$ cat src/rtl/uart_tx_sched_if.sv
// Bundle of signals between software-facing register logic, the TX
// scheduler and the uart_tx handshake. The master drives requests and the
// transmitter status; the slave is the scheduler itself.
interface uart_tx_sched_if #(
  parameter int DATA_W     = 8,
  parameter int FIFO_DEPTH = 16
);
  localparam int AW = $clog2(FIFO_DEPTH);

  logic              wr_en_i;
  logic [DATA_W-1:0] wr_data_i;
  logic              tx_en_i;
  logic              flush_i;
  logic              tx_done_i;
  logic              start_tx_o;
  logic [31:0]       tx_data_o;
  logic              fifo_full_o;
  logic              fifo_empty_o;
  logic [AW:0]       fifo_count_o;
  logic              wr_ovf_o;
  logic              busy_o;
  logic              tx_cmplt_o;

  modport master (
    output wr_en_i, wr_data_i, tx_en_i, flush_i, tx_done_i,
    input  start_tx_o, tx_data_o, fifo_full_o, fifo_empty_o,
           fifo_count_o, wr_ovf_o, busy_o, tx_cmplt_o
  );

  modport slave (
    input  wr_en_i, wr_data_i, tx_en_i, flush_i, tx_done_i,
    output start_tx_o, tx_data_o, fifo_full_o, fifo_empty_o,
           fifo_count_o, wr_ovf_o, busy_o, tx_cmplt_o
  );
endinterface

$ cat src/rtl/uart_tx_sched.sv
// TX scheduler: buffers software bytes in a circular FIFO and hands them to
// uart_tx one frame at a time, using tx_done to pace back-to-back frames.
module uart_tx_sched #(
  parameter int DATA_W     = 8,
  parameter int FIFO_DEPTH = 16
) (
  input  logic           clk,
  input  logic           rst_n,
  uart_tx_sched_if.slave bus
);
  localparam int AW = $clog2(FIFO_DEPTH);

  typedef enum logic [1:0] {IDLE, START, WAIT_ACK, WAIT_DONE} state_e;

  state_e            state_q, state_d;
  logic [DATA_W-1:0] mem_q [FIFO_DEPTH];
  logic [AW-1:0]     wr_ptr_q, wr_ptr_d;
  logic [AW-1:0]     rd_ptr_q, rd_ptr_d;
  logic [AW:0]       count_q, count_d;
  logic              full_q, full_d;
  logic              empty_q, empty_d;
  logic              ovf_q, ovf_d;
  logic              cmplt_q, cmplt_d;
  logic [31:0]       tx_data_q, tx_data_d;
  logic              pop;
  logic              push;

  // Pop/push decisions; flush overrides both, a pop frees room for a write when full
  always_comb begin
    pop  = (state_q == IDLE) & bus.tx_en_i & ~empty_q & bus.tx_done_i & ~bus.flush_i;
    push = bus.wr_en_i & ~bus.flush_i & (~full_q | pop);
  end

  // Frame sequencing: launch on pop, wait for uart_tx to drop then raise done
  always_comb begin
    state_d = state_q;
    cmplt_d = 1'b0;
    case (state_q)
      IDLE:      if (pop) state_d = START;
      START:     state_d = WAIT_ACK;
      WAIT_ACK:  if (!bus.tx_done_i) state_d = WAIT_DONE;
      WAIT_DONE: if (bus.tx_done_i) begin
                   state_d = IDLE;
                   cmplt_d = 1'b1;
                 end
      default:   state_d = IDLE;
    endcase
  end

  // FIFO bookkeeping: pointers, occupancy, registered flags and held output byte
  always_comb begin
    wr_ptr_d  = wr_ptr_q;
    rd_ptr_d  = rd_ptr_q;
    count_d   = count_q;
    tx_data_d = tx_data_q;
    ovf_d     = bus.wr_en_i & ~bus.flush_i & full_q & ~pop;
    if (bus.flush_i) begin
      wr_ptr_d = '0;
      rd_ptr_d = '0;
      count_d  = '0;
    end else begin
      if (push) wr_ptr_d = wr_ptr_q + 1'b1;
      if (pop) begin
        rd_ptr_d  = rd_ptr_q + 1'b1;
        tx_data_d = {{(32-DATA_W){1'b0}}, mem_q[rd_ptr_q]};
      end
      count_d = count_q + {{AW{1'b0}}, push} - {{AW{1'b0}}, pop};
    end
    full_d  = (count_d == (AW+1)'(FIFO_DEPTH));
    empty_d = (count_d == '0);
  end

  // Storage array; contents need no reset since occupancy gates every read
  always_ff @(posedge clk) begin
    if (push) mem_q[wr_ptr_q] <= bus.wr_data_i;
  end

  // State and control registers with synchronous active-low reset
  always_ff @(posedge clk) begin
    if (!rst_n) begin
      state_q   <= IDLE;
      wr_ptr_q  <= '0;
      rd_ptr_q  <= '0;
      count_q   <= '0;
      full_q    <= 1'b0;
      empty_q   <= 1'b1;
      ovf_q     <= 1'b0;
      cmplt_q   <= 1'b0;
      tx_data_q <= '0;
    end else begin
      state_q   <= state_d;
      wr_ptr_q  <= wr_ptr_d;
      rd_ptr_q  <= rd_ptr_d;
      count_q   <= count_d;
      full_q    <= full_d;
      empty_q   <= empty_d;
      ovf_q     <= ovf_d;
      cmplt_q   <= cmplt_d;
      tx_data_q <= tx_data_d;
    end
  end

  assign bus.start_tx_o   = (state_q == START);
  assign bus.busy_o       = (state_q != IDLE);
  assign bus.tx_data_o    = tx_data_q;
  assign bus.fifo_full_o  = full_q;
  assign bus.fifo_empty_o = empty_q;
  assign bus.fifo_count_o = count_q;
  assign bus.wr_ovf_o     = ovf_q;
  assign bus.tx_cmplt_o   = cmplt_q;
endmodule

$ cat src/flat_wrapper.sv
// flat-port wrapper written by rule: the top's interface ports become plain ports
module uart_tx_sched_flat 
#(
  parameter int DATA_W     = 8,
  parameter int FIFO_DEPTH = 16
)
  (clk, rst_n, bus_wr_en_i, bus_wr_data_i, bus_tx_en_i, bus_flush_i, bus_tx_done_i, bus_start_tx_o, bus_tx_data_o, bus_fifo_full_o, bus_fifo_empty_o, bus_fifo_count_o, bus_wr_ovf_o, bus_busy_o, bus_tx_cmplt_o);
  uart_tx_sched_if #(.DATA_W(DATA_W), .FIFO_DEPTH(FIFO_DEPTH)) bus_i ();
  input  logic clk;
  input  logic rst_n;
  input wire logic [$bits(bus_i.wr_en_i)-1:0] bus_wr_en_i;
  input wire logic [$bits(bus_i.wr_data_i)-1:0] bus_wr_data_i;
  input wire logic [$bits(bus_i.tx_en_i)-1:0] bus_tx_en_i;
  input wire logic [$bits(bus_i.flush_i)-1:0] bus_flush_i;
  input wire logic [$bits(bus_i.tx_done_i)-1:0] bus_tx_done_i;
  output wire logic [$bits(bus_i.start_tx_o)-1:0] bus_start_tx_o;
  output wire logic [$bits(bus_i.tx_data_o)-1:0] bus_tx_data_o;
  output wire logic [$bits(bus_i.fifo_full_o)-1:0] bus_fifo_full_o;
  output wire logic [$bits(bus_i.fifo_empty_o)-1:0] bus_fifo_empty_o;
  output wire logic [$bits(bus_i.fifo_count_o)-1:0] bus_fifo_count_o;
  output wire logic [$bits(bus_i.wr_ovf_o)-1:0] bus_wr_ovf_o;
  output wire logic [$bits(bus_i.busy_o)-1:0] bus_busy_o;
  output wire logic [$bits(bus_i.tx_cmplt_o)-1:0] bus_tx_cmplt_o;
  assign bus_i.wr_en_i = bus_wr_en_i;
  assign bus_i.wr_data_i = bus_wr_data_i;
  assign bus_i.tx_en_i = bus_tx_en_i;
  assign bus_i.flush_i = bus_flush_i;
  assign bus_i.tx_done_i = bus_tx_done_i;
  assign bus_start_tx_o = bus_i.start_tx_o;
  assign bus_tx_data_o = bus_i.tx_data_o;
  assign bus_fifo_full_o = bus_i.fifo_full_o;
  assign bus_fifo_empty_o = bus_i.fifo_empty_o;
  assign bus_fifo_count_o = bus_i.fifo_count_o;
  assign bus_wr_ovf_o = bus_i.wr_ovf_o;
  assign bus_busy_o = bus_i.busy_o;
  assign bus_tx_cmplt_o = bus_i.tx_cmplt_o;
  uart_tx_sched #(.DATA_W(DATA_W), .FIFO_DEPTH(FIFO_DEPTH)) u_core (.clk(clk), .rst_n(rst_n), .bus(bus_i));
endmodule
$ cat config.mk
export PLATFORM = sky130hd
export DESIGN_NAME = uart_tx_sched_flat
export DESIGN_NICKNAME = d
export VERILOG_FILES = /design/src/rtl/uart_tx_sched_if.sv /design/src/rtl/uart_tx_sched.sv /design/src/flat_wrapper.sv
export SDC_FILE = /design/constraint.sdc
export NUM_CORES = 1
export LEC_CHECK = 0
export CAP_MARGIN = 20
export CORE_ASPECT_RATIO = 0.5
export CORE_MARGIN = 5
export CORE_UTILIZATION = 55
export CTS_CLUSTER_DIAMETER = 40
export DETAILED_ROUTE_END_ITERATION = 10
export PLACE_DENSITY_LB_ADDON = 0.1
export SLEW_MARGIN = 20
export SYNTH_ARGS = -nofsm -noshare
export SYNTH_HDL_FRONTEND = slang
export SYNTH_SLANG_ARGS = --single-unit
$ cat constraint.sdc
create_clock -name clk -period 4.4 [get_ports clk]
set_clock_uncertainty 0.1 [all_clocks]
set_input_delay 1.32 -clock clk [delete_from_list [all_inputs] [get_ports clk]]
set_output_delay 1.32 -clock clk [all_outputs]
set_load 0.02 [all_outputs]
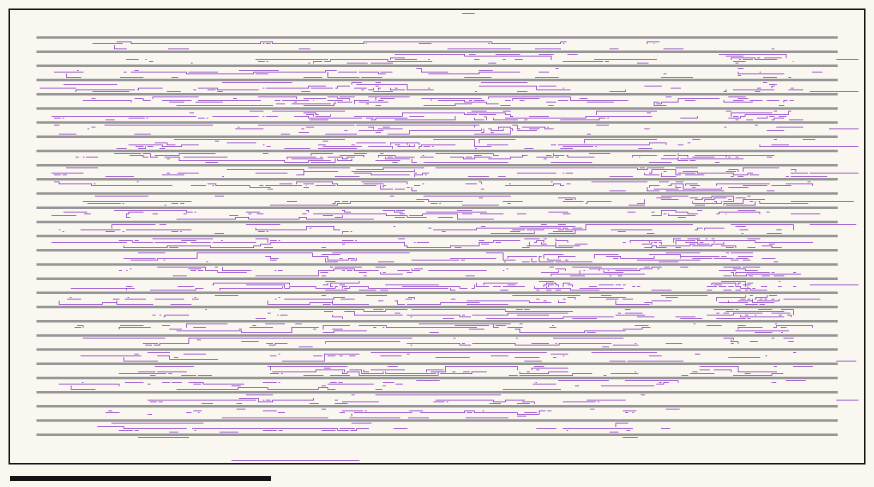
(M1 wires)
The bar under the picture is 50 µm long. Supply wires on this layer in gray.
longest straight run	42.8 µm
nets with wire on the layer	444
met1 Usage GRT: 27.7%
final wirelength: 13.3 mm
routed via count: 3585

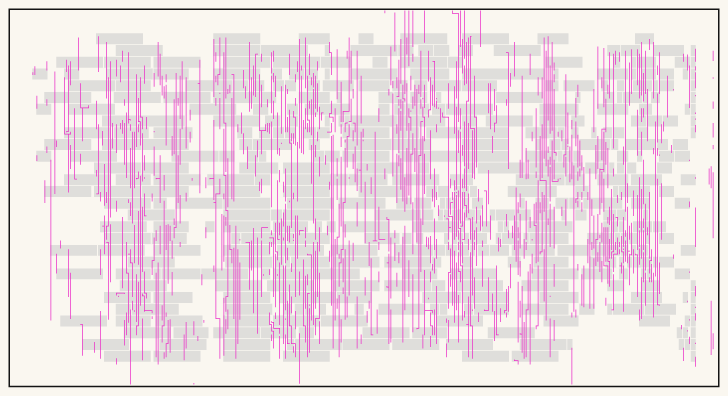
(the metal 2 layer)
longest straight run	49.3 µm
wire length on this layer	6270 µm
nets with wire on the layer	424
share of all routed wire	47%
main direction	vertical
met2 Track Usage GR: 32.2%

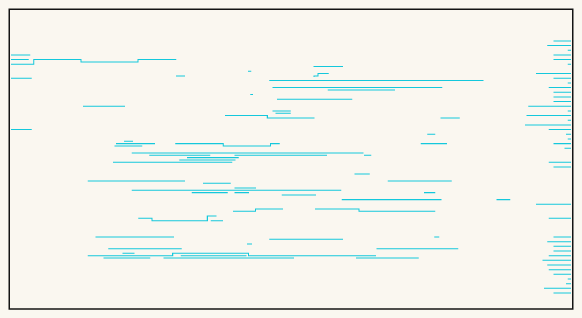
(M3 wires)
nets with wire on the layer	80
main direction	horizontal
longest straight run	67.2 µm
share of all routed wire	9.6%
met3 Track Usage GR: 5.96%

==> results.txt <==
impl run done, here's what came out: status complete, no violations, Layout clock area frac 7.73%, Worst-path clk slew 60 ps, slowest CP cell clkdlybuf4s50_1, Worst setup SP type primary input, nets about 500, unrepaired setup endpoints after global routing no, final global-route overflow total 0, Clock Power Share 44.5%, first-pass GRT wire length 21.0 mm, VDD IR max 0.268 mV, Final Slew Violations 0, Biggest register u_core.mem_q, CP top delay family adder cells, routed length on met2 6.27 mm, hold buffer count at CTS 0, slowest stage delay, CP between 500 and 600 ps, Switch Pwr 726 µW, met3 routed WL 1.27 mm, Routed wire per std cell between 20 and 25 µm, # IOs around 57, Tapcells 165, Main synth FF type edfxtp_1, Initial Util 55.5%, Top pwr grp registers, non-clock buffer count 57, most numerous logic cell after layout edfxtp_1, Gate Count Post-Synth 410, Power Clock 1.44 mW, Rel. slew slack 30.2%, floorplan row count 28, inverters 16, Top class by area flip-flops and latches, final worst path period share 86.6%, Hold Crit Class reg -> reg, CTS tree built, most common logic cells in the final layout 128 x edfxtp_1, 32 x clkdlybuf4s50_1, 26 x dfxtp_1, Power Dens Cells 427 mW/mm², Signal buf overhead under 10%, Seq Cell Count 155, Seq share, synth 67.5%, Placed Cells 612, TritonCTS Buffers 17, critical-path maximum fanout 4, # Cells Yosys ~410, Via density 5.57, Comb area share about a quarter, antenna violations before repair 0, filler instances 818, FF+latch count, synth 155, Post-CTS Setup Inserts 0, H-Tree Depth 4, Post-CTS Resized 0, final hold viol count 0, asr flop ratio synth 0%, clk_lat worst skew 420 ps, post-synthesis cell type count 43, Reg area 0.00439 mm², worst path cell trace clkdlybuf4s50_1, nand4b_1, nor2_1, ha_1, inv_1, ha_1, inv_1, fa_1, xnor2_1, nor3b_1, mux2i_1, a2111oi_0, MaxCap Viol Count 0, Max Used Layer met4, drt pass-1 iters 7, Seq power 1.61 mW, Cell area leaders edfxtp_1 59%, mux4_2 8.7%, dfxtp_1 8.3%, buf_4 3.2%, ha_1 2.9%, CP endpoint kind register, combinational share of power 5.9%, multi-input gates 219, Yosys Chip Area 0.00650 mm², worst-margin pin slew 1040 ps, fmax ~0.26 GHz, antenna-violating nets left 0, WP buf/inv 3, drc violations 0, PortBufs 32, crit path DAT 4000 ps, number of enable flip-flop cells 128, part of the power in registers between 40% and 50%, met1 WL about 5.6 mm, vias in the first global route 3702, height of the die 86.9 µm, Avg Synthesized Cell Area 15.9 µm², die width 164 µm, total die area approximately 0.014 mm², # clk buffers 17, combinational gate power approximately 190 µW, tool warnings 33
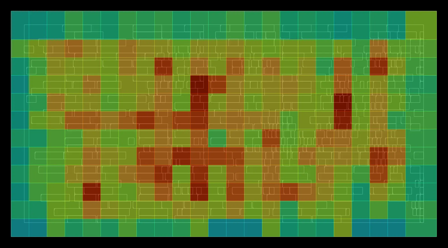
(track usage over the die)
Top Usage Layer GRT: met2
final core utilization: 65.0%
GRT Total Usage: 20.3%

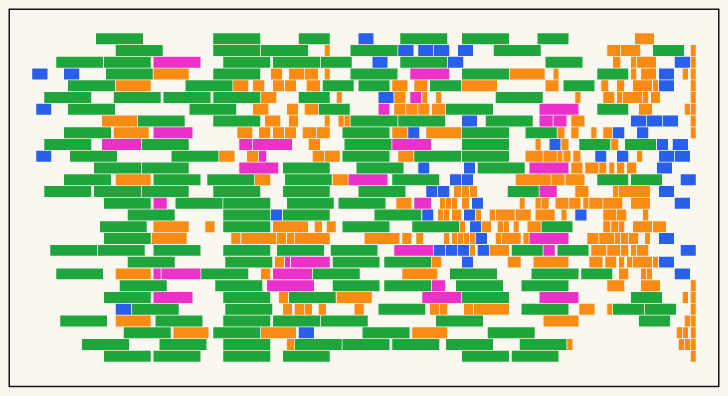
(cells colored by class)
color	class	cells
orange	all other logic	235
blue	other buffers and delay cells	57
green	flops	155
magenta	clock drivers and dummy loads	32
Seq area share: 57.7%
core footprint: 0.0117 mm²
Finished Cell Area: 0.00761 mm²

[cell families (layout without fill, tap and decap cells)]
| kind of cell | count (synthesis) | in the layout | share of synthesized area [%] |
|---|---|---|---|
| simple gates | 78 | 78 | 5.97 |
| mux | 44 | 44 | 11.6 |
| fa+ha+maj | 16 | 16 | 3.20 |
| xor+xnor | 9 | 9 | 1.21 |
| other cells | 1 | 24 | 0.0577 |
| compound gates | 48 | 48 | 5.22 |
| buf+inv | 59 | 105 | 5.28 |
| flops | 155 | 155 | 67.5 |
[final timing paths]
check	end	slack [ps]	cells after the start	startpoint
setup / recovery	u_core.bus.fifo_full_o	590	12	bus_tx_done_i
setup reg to reg	u_core.bus.fifo_full_o	1360	13	u_core.state_q[1]
hold reg to reg	u_core.bus.wr_ovf_o	420	2	u_core.bus.fifo_full_o
hold / removal	u_core.bus.wr_ovf_o	420	2	u_core.bus.fifo_full_o
[synthesized netlist by cell type (2+ instances only)]
library cell / instances
a21o_1: 2
a21oi_1: 5
a22oi_1: 7
and2_1: 8
buf_2: 7
buf_4: 28
clkbuf_1: 6
dfxtp_1: 27
edfxtp_1: 128
ha_1: 15
inv_1: 16
mux2i_1: 18
mux4_2: 25
nand2_1: 14
nand2b_1: 5
nand3_1: 3
nor2_1: 25
nor2b_1: 9
nor3_1: 8
nor3b_1: 2
o211ai_1: 7
o21ai_0: 11
o221ai_1: 7
xnor2_1: 6
xor2_1: 3
[metrics by stage]
stage / power [mW] / setup WS [ps] / cell area (µm²) / hold slack (ps)
2_1_floorplan: 1.77 / 639 / 6590 / 423
3_3_place_gp: 1.82 / 360 / 7020 / 401
3_5_place_dp: 1.84 / 147 / 7020 / 414
4_1_cts: 3.28 / 567 / 7610 / 423
5_1_grt: 3.37 / 370 / 7610 / 453
6_report: 3.25 / 591 / 7610 / 416
Power figures rest on the tool's default switching activity, not on a simulated workload.
